**Floorplan with the power grid**

The bar under the picture is 20 um long. Pins as bars on the die edge.
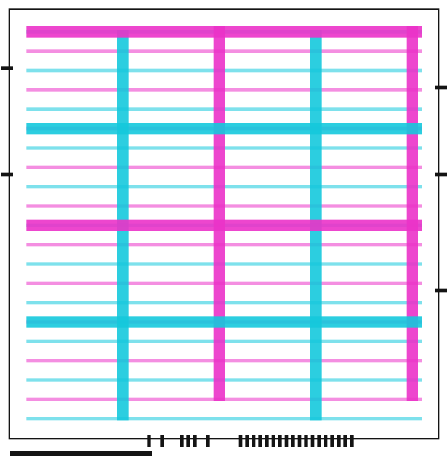
**Placed cells, one colour a class**

The bar under the picture is 20 um long.
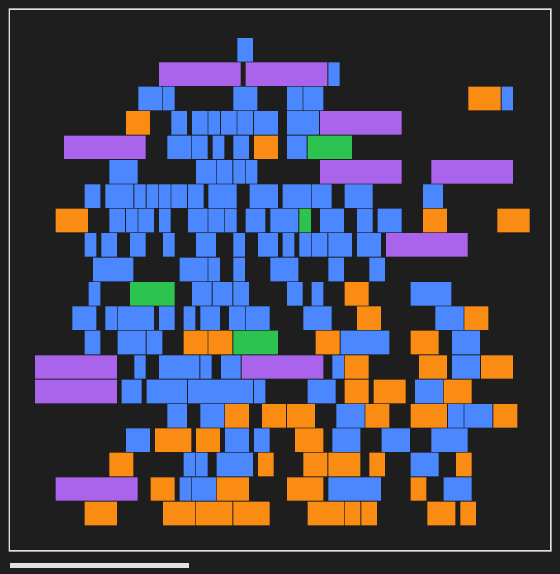
**Clock network drawn from the DEF**

The bar under the picture is 20 um long.
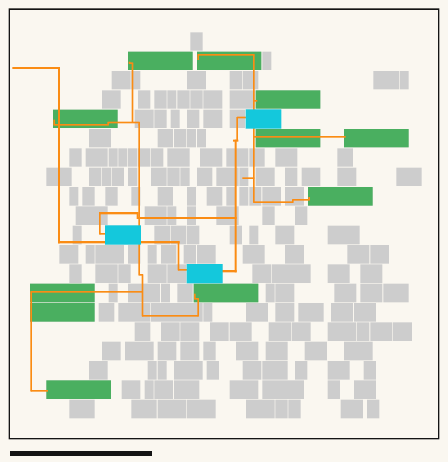
**Signal wires by layer**

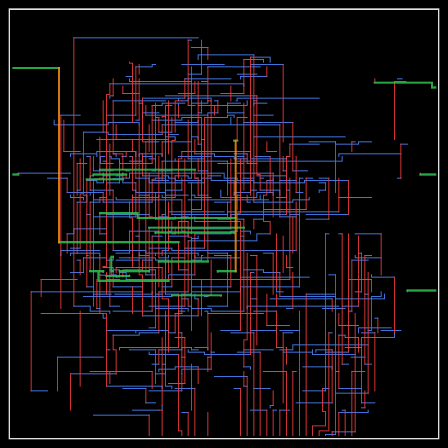
**Congestion heat map**

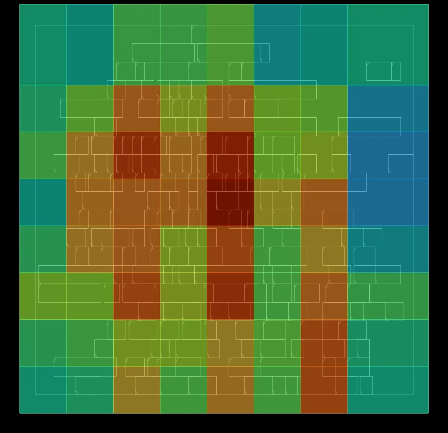
===== config.mk =====
export PLATFORM = sky130hd
export DESIGN_NAME = pipe_hazard_ctrl
export DESIGN_NICKNAME = d
export VERILOG_FILES = /design/src/rtl/pipe_ctrl_pkg.sv /design/src/rtl/pipe_hazard_ctrl_hazard_detect.sv /design/src/rtl/pipe_hazard_ctrl.sv
export SDC_FILE = /design/constraint.sdc
export NUM_CORES = 1
export LEC_CHECK = 0
export CAP_MARGIN = 30
export CORE_MARGIN = 2
export CORE_UTILIZATION = 34
export CTS_BUF_LIST = sky130_fd_sc_hd__clkbuf_8
export DETAILED_ROUTE_END_ITERATION = 10
export GPL_ROUTABILITY_DRIVEN = 0
export PLACE_DENSITY = 0.57
export SLEW_MARGIN = 40
export SYNTH_ARGS = -nofsm -noshare
export SYNTH_HDL_FRONTEND = slang
export SYNTH_SLANG_ARGS = --single-unit

===== constraint.sdc =====
create_clock -name clk -period 2.62 [get_ports clk]
set_clock_uncertainty 0.2 [all_clocks]
set_input_delay 0.524 -clock clk [delete_from_list [all_inputs] [get_ports clk]]
set_output_delay 0.524 -clock clk [all_outputs]
set_load 0.02 [all_outputs]

===== src/rtl/pipe_ctrl_pkg.sv =====
// Shared encodings and saturating-counter helpers for the fetch-stage hazard controller.
package pipe_ctrl_pkg;

  typedef enum logic [1:0] {
    RUN        = 2'd0,
    FETCH_WAIT = 2'd1,
    LOAD_STALL = 2'd2,
    FLUSH      = 2'd3
  } ctrl_state_e;

  localparam logic [4:0]  REG_ZERO  = 5'd0;
  localparam logic [31:0] NOP_INSTR = 32'h0000_0000;

  function automatic logic [7:0] sat_inc8(input logic [7:0] v, input logic [7:0] lim);
    return (v >= lim) ? lim : v + 8'd1;
  endfunction

  function automatic logic [15:0] sat_inc16(input logic [15:0] v);
    return (v == 16'hFFFF) ? v : v + 16'd1;
  endfunction

endpackage


===== src/rtl/pipe_hazard_ctrl_hazard_detect.sv =====
// Load-use hazard detection between the ID and EX stages; purely combinational.
module hazard_detect
  import pipe_ctrl_pkg::*;
(
  input  logic [4:0] id_rs,
  input  logic [4:0] id_rt,
  input  logic       id_uses_rt,
  input  logic [4:0] ex_rt,
  input  logic       ex_memread,
  output logic       hazard
);

  // r0 is hardwired to zero, so a load targeting it never creates a dependency.
  assign hazard = ex_memread & (ex_rt != REG_ZERO) &
                  ((ex_rt == id_rs) | (id_uses_rt & (ex_rt == id_rt)));

endmodule


===== src/rtl/pipe_hazard_ctrl.sv =====
// Advance/hold/bubble sequencing of PC, IF/ID and ID/EX for the fetch stage.
// Optional macro HAZARD_PERF_CNT_EN adds saturating stall/flush/wait cycle counters.
module pipe_hazard_ctrl
  import pipe_ctrl_pkg::*;
#(
  parameter int unsigned LOAD_STALL_CYCLES = 1,
  parameter int unsigned FLUSH_CYCLES      = 1,
  parameter int unsigned WAIT_TIMEOUT      = 255
) (
  input  logic       clk,
  input  logic       reset,
  output logic       imem_req,
  input  logic       imem_ack,
  input  logic [4:0] id_rs,
  input  logic [4:0] id_rt,
  input  logic       id_uses_rt,
  input  logic [4:0] ex_rt,
  input  logic       ex_memread,
  input  logic       ex_branch_taken,
  output logic       pc_we,
  output logic       ifid_we,
  output logic       ifid_flush,
  output logic       idex_flush,
  output logic [1:0] ctrl_state,
  output logic       imem_err
`ifdef HAZARD_PERF_CNT_EN
  ,
  output logic [15:0] load_stall_cnt,
  output logic [15:0] flush_cnt,
  output logic [15:0] fetch_wait_cnt
`endif
);

  localparam bit         FLUSH_EN     = (FLUSH_CYCLES > 0);
  localparam bit         STALL_EN     = (LOAD_STALL_CYCLES > 1);
  localparam logic [7:0] FLUSH_RELOAD = FLUSH_EN ? 8'(FLUSH_CYCLES - 1) : 8'd0;
  localparam logic [7:0] STALL_RELOAD = STALL_EN ? 8'(LOAD_STALL_CYCLES - 2) : 8'd0;
  localparam logic [7:0] WAIT_LIMIT   = 8'(WAIT_TIMEOUT);

  ctrl_state_e state_q, state_d;
  logic [7:0]  cnt_q, cnt_d;
  logic        err_q, err_d;
  logic        hazard;

  hazard_detect u_hazard_detect (
    .id_rs      (id_rs),
    .id_rt      (id_rt),
    .id_uses_rt (id_uses_rt),
    .ex_rt      (ex_rt),
    .ex_memread (ex_memread),
    .hazard     (hazard)
  );

  // Next-state and output decode; a taken branch overrides every state identically.
  always_comb begin
    state_d    = state_q;
    cnt_d      = cnt_q;
    err_d      = err_q;
    pc_we      = 1'b0;
    ifid_we    = 1'b0;
    ifid_flush = 1'b0;
    idex_flush = 1'b0;
    if (ex_branch_taken) begin
      pc_we      = 1'b1;
      ifid_flush = 1'b1;
      idex_flush = 1'b1;
      if (FLUSH_EN) begin
        state_d = FLUSH;
        cnt_d   = FLUSH_RELOAD;
      end else begin
        state_d = RUN;
      end
    end else begin
      case (state_q)
        RUN: begin
          if (hazard) begin
            idex_flush = 1'b1;
            if (STALL_EN) begin
              state_d = LOAD_STALL;
              cnt_d   = STALL_RELOAD;
            end else begin
              state_d = RUN;
            end
          end else if (!imem_ack) begin
            ifid_flush = 1'b1;
            state_d    = FETCH_WAIT;
            cnt_d      = 8'd0;
          end else begin
            pc_we   = 1'b1;
            ifid_we = 1'b1;
          end
        end
        FETCH_WAIT: begin
          if (imem_ack) begin
            pc_we   = 1'b1;
            ifid_we = 1'b1;
            state_d = RUN;
          end else begin
            ifid_flush = 1'b1;
            cnt_d      = sat_inc8(cnt_q, WAIT_LIMIT);
            if (cnt_d == WAIT_LIMIT) begin
              err_d = 1'b1;
            end else begin
              err_d = err_q;
            end
          end
        end
        LOAD_STALL: begin
          idex_flush = 1'b1;
          if (cnt_q == 8'd0) begin
            state_d = RUN;
          end else begin
            cnt_d = cnt_q - 8'd1;
          end
        end
        FLUSH: begin
          pc_we      = imem_ack;
          ifid_flush = 1'b1;
          idex_flush = 1'b1;
          if (cnt_q == 8'd0) begin
            state_d = RUN;
          end else begin
            cnt_d = cnt_q - 8'd1;
          end
        end
        default: begin
          state_d = RUN;
          cnt_d   = 8'd0;
        end
      endcase
    end
  end

  // State, counter and sticky timeout flag.
  always_ff @(posedge clk or posedge reset) begin
    if (reset) begin
      state_q <= RUN;
      cnt_q   <= 8'd0;
      err_q   <= 1'b0;
    end else begin
      state_q <= state_d;
      cnt_q   <= cnt_d;
      err_q   <= err_d;
    end
  end

  assign imem_req   = (state_q == RUN) || (state_q == FETCH_WAIT);
  assign ctrl_state = state_q;
  assign imem_err   = err_q;

`ifdef HAZARD_PERF_CNT_EN
  logic [15:0] ls_cnt_q, fl_cnt_q, fw_cnt_q;
  logic        ls_act, fl_act, fw_act;

  assign ls_act = !ex_branch_taken &&
                  ((state_q == LOAD_STALL) || ((state_q == RUN) && hazard));
  assign fl_act = ex_branch_taken || (state_q == FLUSH);
  assign fw_act = (state_q == FETCH_WAIT);

  // Saturating per-condition cycle counters.
  always_ff @(posedge clk or posedge reset) begin
    if (reset) begin
      ls_cnt_q <= 16'd0;
      fl_cnt_q <= 16'd0;
      fw_cnt_q <= 16'd0;
    end else begin
      ls_cnt_q <= ls_act ? sat_inc16(ls_cnt_q) : ls_cnt_q;
      fl_cnt_q <= fl_act ? sat_inc16(fl_cnt_q) : fl_cnt_q;
      fw_cnt_q <= fw_act ? sat_inc16(fw_cnt_q) : fw_cnt_q;
    end
  end

  assign load_stall_cnt = ls_cnt_q;
  assign flush_cnt      = fl_cnt_q;
  assign fetch_wait_cnt = fw_cnt_q;
`endif

endmodule


==> impl_metrics.yaml <==
# implementation run metrics
yosys:
  ys.flops: 11
  synth_cell_types: 44
  synthesis.area_sq_mm: 0.00107
  edf_count: 0
  synth_warnings: 0
  avgSynthCellArea_sq_um: 7.61
  synth-async-reset-ratio_pct: 100
  synth_seq_share_pct: 25.6
min_path:
  hp-class: "flop to flop"
clock_tree:
  h-tree-depth: 1
  cts_tree: "yes"
  ctsHoldBuffers: 0
  cts_buffers: 3
  cts_sinks: 11
finish:
  nNetsFinal: 209
timing:
  drv_slew: 0
  fin_ws_ps: -74.3
  maxSlewHeadroom_pct: 68.9
  worst_pin_slew_ps: 466
  setup_viol: 3
  holdWs_ps: 264
worst_setup_path:
  r2r_start: "cnt_q[0]$_DFFE_PP0P_"
  critPathKind: "input port to primary output"
  cp-start-kind: "input port"
  cp_max_fo: 3
  critical_path.endpoint: "ifid_we"
  cp_data_required_time_ps: 1900
detailed_routing:
  via_per_inst: 5.27
floorplanning:
  io_pins: 29
grt:
  grt_pass1_vias: 1183
  grt_max_degree: 12
  grt_pass1_wl_um: 5690
  antenna_found_initial: 0
placement:
  preCtsSetupSlack_ps: -1000
outcome:
  failed_checks: "negative setup slack"
  outcome: "complete, but fails checks"
pwr:
  p_per_area_mw_per_mm2: 878
Notes on 'floorplan with the power grid' above:
VSS: in cyan. VDD: in magenta.
4 straps on met5. 21 met1 rails follow the rows.
die height: 60.2 um
Peak VDD IR: 0.000469 V
Die W: 60.2 um

Notes on 'placed cells, one colour a class' above:
clock drivers and dummy loads: in green, cells 4, share of their area 3.0%. remaining buffers and delay cells: in orange, cells 47, share of their area 26%. sequential cells: in purple, cells 11, share of their area 18%. combinational and other logic: in blue, cells 122, share of their area 53%.
fin util: 51.6%
Seq/total area: 17.6%
Final Cell Area: 0.00156 sq mm
core box area: 0.00303 sq mm
site row count: 20

Notes on 'clock network drawn from the DEF' above:
flip-flops: in green, count 11. clock drivers: in cyan, count 3. clock wires: in orange, length 251 um.
There are 4 routed clock nets.
Insertion Delay late pin: 250 ps
Clk network pwr share: 13.2%

Notes on 'signal wires by layer' above:
metal 2: in red, wire length 1720 um. metal 1: in blue, wire length 1450 um. metal 3: in green, wire length 146 um. metal 4: in orange, wire length 42.8 um.
global router's overall resource usage: 21.4%
final WL: 3360 um
via count: 1202
Routed WL per cell: 14.7 um

Notes on 'congestion heat map' above:
grt met1 use: 27.6%
met2 GRT Util: 34.9%

[registers in the layout, indices dropped and copies added, names as in the netlist]
signal and flops:
cnt_q 8, ctrl_state 2, imem_err 1
[logic make-up (layout without fill, tap and decap cells)]
family | count (synthesis) | after routing | synth area share, %
fa+ha+maj | 3 | 3 | 3.50
buf+inv | 13 | 56 | 5.13
simple gates | 58 | 58 | 28.0
xor+xnor | 14 | 14 | 11.4
flops | 11 | 11 | 25.6
mux | 1 | 1 | 1.05
compound gates | 41 | 41 | 25.3
[metrics by stage]
stage               total power [W]  area (sq um)
floorplan                  0.000877          1070
global placement            0.00115          1510
detailed placement          0.00116          1510
CTS                         0.00135          1540
global route                0.00149          1560
finish                      0.00137          1560
[worst min-delay path by stage]
stage | from | endpoint | slack [ps] | cells after the start
5_1_grt | imem_err$_DFFE_PP0P_ | imem_err$_DFFE_PP0P_ | 320 | 1
3_3_place_gp | imem_err$_DFFE_PP0P_ | imem_err$_DFFE_PP0P_ | 250 | 1
4_1_cts | imem_err$_DFFE_PP0P_ | imem_err$_DFFE_PP0P_ | 270 | 1
6_report | imem_err$_DFFE_PP0P_ | imem_err$_DFFE_PP0P_ | 260 | 1
2_1_floorplan | reset | cnt_q[0]$_DFFE_PP0P_ | 180 | 1
3_5_place_dp | imem_err$_DFFE_PP0P_ | imem_err$_DFFE_PP0P_ | 260 | 1
[cell type report]
cell class,count,area (sq um)
Timing Repair Buffer,47,388
Fill cell,327,1470
Tap cell,44,55.1
Clock buffer,3,41.3
Inverter,5,18.8
Clock inverter,1,3.75
Multi-Input combinational cell,117,779
Sequential cell,11,275
[routing by layer]
metal | GRT usage (%) | vias to the layer above | routed length, um
li1 | - | 597 | -
met1 | 27.6 | 567 | 1450
met2 | 34.9 | 33 | 1720
met3 | 3.90 | 5 | 145
met4 | 8.57 | 0 | 42
met5 | 0 | - | 0
[critical path, stage by stage]
cell,delay (ps)
buf_6,90
xor2_2,170
nor4_2,280
a32oi_1,160
or2_4,260
a21o_1,180
and3_4,180
buf_6,120
[what timing repair did]
item | in CTS | in global routing
pin swaps | 14 | 0
resized | 70 | 3
buffers inserted | 1 | 0
setup endpoints to repair | 5 | 5
[synth_stat cells, types with 4 or more instances]
master / n / area, sq um
o31ai_1: 4 / 30.0
nor2_1: 15 / 56.3
a21o_1: 4 / 30.0
nand2b_1: 4 / 25.0
nand3_1: 5 / 25.0
a21oi_1: 9 / 45.0
nor3_1: 6 / 30.0
inv_1: 4 / 15.0
dfrtp_1: 11 / 275
nand2_1: 11 / 41.3
buf_2: 4 / 20.0
o21ai_0: 9 / 45.0
xor2_1: 11 / 96.3
[where the power goes]
group	switching, W	internal, W	total (W)	leakage [nW]
Sequential	0.000104	0.000236	0.000340	0.138
Clock	0.0000770	0.000104	0.000181	0.0269
Combinational	0.000461	0.000390	0.000851	0.494
Power and IR drop assume default switching activity.
